<file path="config.mk">
export PLATFORM = sky130hd
export DESIGN_NAME = pcs_an_ctrl
export DESIGN_NICKNAME = d
export VERILOG_FILES = /design/src/rtl/pcs_an_ctrl.sv
export SDC_FILE = /design/constraint.sdc
export NUM_CORES = 1
export LEC_CHECK = 0
export ABC_AREA = 1
export CAP_MARGIN = 40
export CORE_UTILIZATION = 48
export DETAILED_ROUTE_END_ITERATION = 12
export PLACE_DENSITY = 0.77
export SLEW_MARGIN = 10
export SYNTH_ARGS = -nofsm -noshare
export SYNTH_HDL_FRONTEND = slang
export SYNTH_SLANG_ARGS = --single-unit
</file>
<file path="constraint.sdc">
create_clock -name clk -period 2.4 [get_ports clk]
set_clock_uncertainty 0.2 [all_clocks]
set_input_delay 0.24 -clock clk [delete_from_list [all_inputs] [get_ports clk]]
set_output_delay 0.24 -clock clk [all_outputs]
set_load 0.05 [all_outputs]
</file>
<file path="src/rtl/pcs_an_ctrl.sv">
// pcs_an_ctrl: 1000BASE-X PCS auto-negotiation controller.
// Drives the PCS transmit mode and config word, detects partner ability,
// acknowledge and idle sequences, and reports link-partner ability and
// AN completion to management.
module pcs_an_ctrl #(
  parameter int unsigned LINK_TIMER = 1250000,
  parameter int unsigned MATCH_CNT  = 3
) (
  input  logic        clk,
  input  logic        reset,
  input  logic        mr_an_enable,
  input  logic        mr_restart_an,
  input  logic [15:0] mr_adv_ability,
  input  logic        sync_status,
  input  logic        rx_config_valid,
  input  logic [15:0] rx_Config_Reg,
  input  logic        rx_idle,
  output logic [1:0]  xmit,
  output logic [15:0] tx_Config_Reg,
  output logic        mr_an_complete,
  output logic [15:0] mr_lp_adv_ability,
  output logic [2:0]  an_state
);

  typedef enum logic [2:0] {
    AN_ENABLE          = 3'd0,
    AN_RESTART         = 3'd1,
    ABILITY_DETECT     = 3'd2,
    ACK_DETECT         = 3'd3,
    COMPLETE_ACK       = 3'd4,
    IDLE_DETECT        = 3'd5,
    LINK_OK            = 3'd6,
    AN_DISABLE_LINK_OK = 3'd7
  } an_state_t;

  localparam int unsigned TW = $clog2(LINK_TIMER + 1);
  localparam int unsigned CW = $clog2(MATCH_CNT + 1);
  localparam logic [15:0] ACK_BIT = 16'h4000;

  an_state_t      state;
  an_state_t      state_nxt;
  logic [TW-1:0]  timer_cnt;
  logic           timer_done;
  logic [CW-1:0]  abl_cnt;
  logic [15:0]    abl_val;
  logic           abl_ack;
  logic [CW-1:0]  idle_cnt;
  logic           en_d;

  logic [15:0]    rx_masked;
  logic           abl_cont;
  logic [CW-1:0]  abl_cnt_eff;
  logic [15:0]    abl_val_eff;
  logic           abl_ack_eff;
  logic [CW-1:0]  idle_cnt_eff;
  logic           ability_match;
  logic           ack_match;
  logic           zero_match;
  logic           idle_match;
  logic           state_chg;
  logic           timer_clr;

  // Match counters including this cycle's pulse, so a transition can fire on
  // the edge that samples the final matching ordered set.
  always_comb begin
    rx_masked    = rx_Config_Reg & ~ACK_BIT;
    abl_cont     = (abl_cnt != '0) && (rx_masked == abl_val);
    abl_cnt_eff  = abl_cnt;
    abl_val_eff  = abl_val;
    abl_ack_eff  = abl_ack;
    if (rx_config_valid) begin
      if (abl_cont) begin
        abl_cnt_eff = (abl_cnt == CW'(MATCH_CNT)) ? abl_cnt : abl_cnt + CW'(1);
        abl_ack_eff = abl_ack & rx_Config_Reg[14];
      end else begin
        abl_cnt_eff = CW'(1);
        abl_val_eff = rx_masked;
        abl_ack_eff = rx_Config_Reg[14];
      end
    end
    idle_cnt_eff = idle_cnt;
    if (rx_config_valid) begin
      idle_cnt_eff = '0;
    end else if (rx_idle && (idle_cnt != CW'(MATCH_CNT))) begin
      idle_cnt_eff = idle_cnt + CW'(1);
    end
    ability_match = (abl_cnt_eff >= CW'(MATCH_CNT));
    ack_match     = ability_match && abl_ack_eff;
    zero_match    = ability_match && (abl_val_eff == '0);
    idle_match    = (idle_cnt_eff >= CW'(MATCH_CNT));
  end

  // Next-state decision: per-state rules first, then the global overrides.
  always_comb begin
    state_nxt = state;
    case (state)
      AN_ENABLE:          state_nxt = mr_an_enable ? AN_RESTART : AN_DISABLE_LINK_OK;
      AN_RESTART:         if (timer_done) state_nxt = ABILITY_DETECT;
      ABILITY_DETECT:     if (ability_match && !zero_match) state_nxt = ACK_DETECT;
      ACK_DETECT: begin
        if (zero_match) begin
          state_nxt = AN_ENABLE;
        end else if (ack_match) begin
          state_nxt = (abl_val_eff == mr_lp_adv_ability) ? COMPLETE_ACK : AN_ENABLE;
        end
      end
      COMPLETE_ACK: begin
        if (zero_match) state_nxt = AN_ENABLE;
        else if (timer_done) state_nxt = IDLE_DETECT;
      end
      IDLE_DETECT: begin
        if (zero_match) state_nxt = AN_ENABLE;
        else if (timer_done && idle_match) state_nxt = LINK_OK;
      end
      LINK_OK:            if (ability_match) state_nxt = AN_ENABLE;
      AN_DISABLE_LINK_OK: if (mr_an_enable) state_nxt = AN_ENABLE;
      default:            state_nxt = AN_ENABLE;
    endcase
    if (en_d && !mr_an_enable && (state != AN_DISABLE_LINK_OK)) begin
      state_nxt = AN_ENABLE;
    end
    if (mr_restart_an ||
        (mr_an_enable && !sync_status && (state != AN_ENABLE) && (state != AN_RESTART))) begin
      state_nxt = AN_ENABLE;
    end
    state_chg = (state_nxt != state);
    timer_clr = state_chg && (state_nxt inside {AN_RESTART, COMPLETE_ACK, IDLE_DETECT});
  end

  // State, counters and registered outputs; outputs follow the state one cycle late.
  always_ff @(posedge clk) begin
    if (reset) begin
      state             <= AN_ENABLE;
      timer_cnt         <= '0;
      timer_done        <= 1'b0;
      abl_cnt           <= '0;
      abl_val           <= '0;
      abl_ack           <= 1'b0;
      idle_cnt          <= '0;
      en_d              <= 1'b0;
      xmit              <= 2'd0;
      tx_Config_Reg     <= '0;
      mr_an_complete    <= 1'b0;
      mr_lp_adv_ability <= '0;
      an_state          <= 3'd0;
    end else begin
      state <= state_nxt;
      en_d  <= mr_an_enable;

      if (state_chg) begin
        abl_cnt  <= '0;
        abl_val  <= '0;
        abl_ack  <= 1'b0;
        idle_cnt <= '0;
      end else begin
        abl_cnt  <= abl_cnt_eff;
        abl_val  <= abl_val_eff;
        abl_ack  <= abl_ack_eff;
        idle_cnt <= idle_cnt_eff;
      end

      // timer_done is a registered flag, so it rises one cycle after the
      // terminal count; that extra cycle gives the LINK_TIMER+1 dwell.
      if (timer_clr) begin
        timer_cnt  <= '0;
        timer_done <= 1'b0;
      end else if (timer_cnt == TW'(LINK_TIMER - 1)) begin
        timer_done <= 1'b1;
      end else begin
        timer_cnt <= timer_cnt + TW'(1);
      end

      if ((state == ABILITY_DETECT) && (state_nxt == ACK_DETECT)) begin
        mr_lp_adv_ability <= abl_val_eff;
      end

      an_state <= state;
      case (state)
        AN_ENABLE, AN_RESTART: begin
          xmit           <= 2'd0;
          tx_Config_Reg  <= '0;
          mr_an_complete <= 1'b0;
        end
        ABILITY_DETECT: begin
          xmit           <= 2'd0;
          tx_Config_Reg  <= mr_adv_ability & ~ACK_BIT;
          mr_an_complete <= 1'b0;
        end
        ACK_DETECT, COMPLETE_ACK: begin
          xmit           <= 2'd0;
          tx_Config_Reg  <= mr_adv_ability | ACK_BIT;
          mr_an_complete <= 1'b0;
        end
        IDLE_DETECT: begin
          xmit           <= 2'd1;
          mr_an_complete <= 1'b0;
        end
        LINK_OK: begin
          xmit           <= 2'd2;
          mr_an_complete <= 1'b1;
        end
        default: begin
          xmit           <= 2'd2;
          mr_an_complete <= 1'b0;
        end
      endcase
    end
  end

endmodule

</file>
Figure 1. Metal 2.
Cells faint in the background.
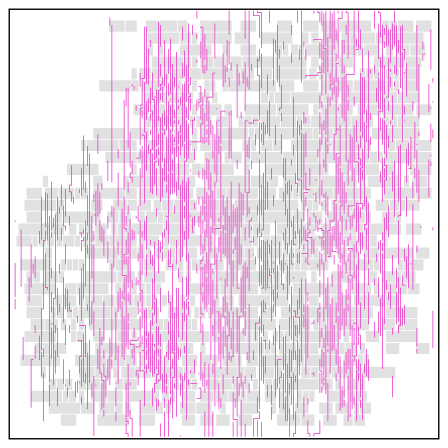
share of all routed wire: 49%
nets with wire on the layer: 681
wire length on this layer: 6,170 um
main direction: vertical

Figure 2. Congestion heat map.
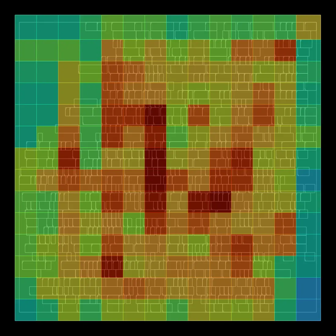
Global Route Usage Sum: 0.261
routed len/inst: 14.2 um
met3 Use GR: 0.0612

-- repair_timing --
item,in CTS,in global routing
resized,46,32
gates cloned,2,2
buffers inserted,3,4
endpoints found under the setup margin,62,60
pin swaps,2,4
-- logic make-up (layout without fill, tap and decap cells) --
family | Yosys count | after routing | synth area share
multiplexers | 1 | 1 | 0.00229
AND-OR/OR-AND | 101 | 101 | 0.144
flip-flops | 85 | 85 | 0.389
AND/OR/NAND/NOR | 291 | 291 | 0.283
adder cells (fa/ha/maj) | 2 | 2 | 0.00571
buffers and inverters | 120 | 278 | 0.116
XOR/XNOR | 30 | 30 | 0.0600
-- metal layers --
| metal | track usage | wire, um | vias up |
|---|---|---|---|
| met1 | 0.333 | 5610 | 2124 |
| met2 | 0.444 | 6170 | 149 |
| met5 | 0 | 0 | - |
| met3 | 0.0612 | 736 | 23 |
| li1 | - | - | 2297 |
| met4 | 0.0600 | 172 | 0 |
-- cell usage after synthesis --
library cell	n	area [um2]
nor2_4	1	11.3
mux2i_1	1	10.0
a22oi_1	1	7.51
buf_4	3	22.5
nand3_1	33	165
o22ai_1	2	12.5
inv_1	97	364
nand3_4	1	17.5
o21ai_1	9	45.0
xor2_1	26	228
nor2_1	71	267
inv_2	3	11.3
o21a_1	1	7.51
a211oi_1	1	7.51
dfxtp_1	85	1700
nor3_1	12	60.1
nand2_1	146	548
o21ai_0	17	85.1
ha_1	2	25.0
o21ai_2	4	35.0
nor4_1	11	68.8
o21bai_1	1	7.51
or2_2	1	6.26
buf_2	2	10.0
nor2_2	2	12.5
nand4_1	6	37.5
clkbuf_1	9	33.8
a21oi_1	37	185
or4_1	1	7.51
a31oi_1	2	12.5
a21o_1	1	7.51
buf_6	6	67.6
a21oi_2	25	219
xnor2_1	4	35.0
nand2_2	6	37.5
==> run summary <==
post-route setup slack: -0.285 ns
core area: 8760 um2
CP max stage delay: 0.36 ns
yosys cell count: 630
max_cap viols: 0
Signal inverters: 100
fin nets: 824
failing checks: negative setup slack
instance count on the critical path: 20
Synth Seq Share: 0.389
clock-cell share of area: 0.0291
seq_cells: 85
Initial Util: 0.500
Max Clk Rate: 372 MHz
Routed WL: 12,700 um
Biggest Area Class: logic gates
I/O pin count: 77
r2r startpoint: abl_val[12]
Max power group: sequential cells
internal power: 2250 uW
Min Hold Slack: 0.253 ns
largest net degree at the start of global routing: 26
post-synthesis net count: 671
H-Tree Depth: 3
number of tapcells: 108
worst path cell trace: inv_1 -> nand2_1 -> nand2_1 -> nor2_1 -> nand2_1 -> nor2_2 -> buf_4 -> nand3_1 -> nand2_1 -> nor2_4 -> nand2_2 -> nand2_2 -> nand2_1 -> nand2_1 -> nand2_2 -> nand2_4 -> a21oi_4 -> nand3_4 -> clkbuf_16 -> a21oi_2
status: complete, but fails checks
Hold Buf Count CTS: 0
nature of the critical path endpoint: flop
number of I/O port buffers: 75
Largest register FFs: 21
YS chip area: 4380 um2
Comb area share: 0.373
CP endpoint: timer_cnt[0]
FILL cells: 636
Final Power: 3390 uW
final setup violation count: 59
area share of buffers outside the clock network: 0.241
clock tree sinks: 85
Rel. slew slack: 0.631
Worst EP arrival: 2.79 ns
Power is estimated from default activity; no workload was simulated.
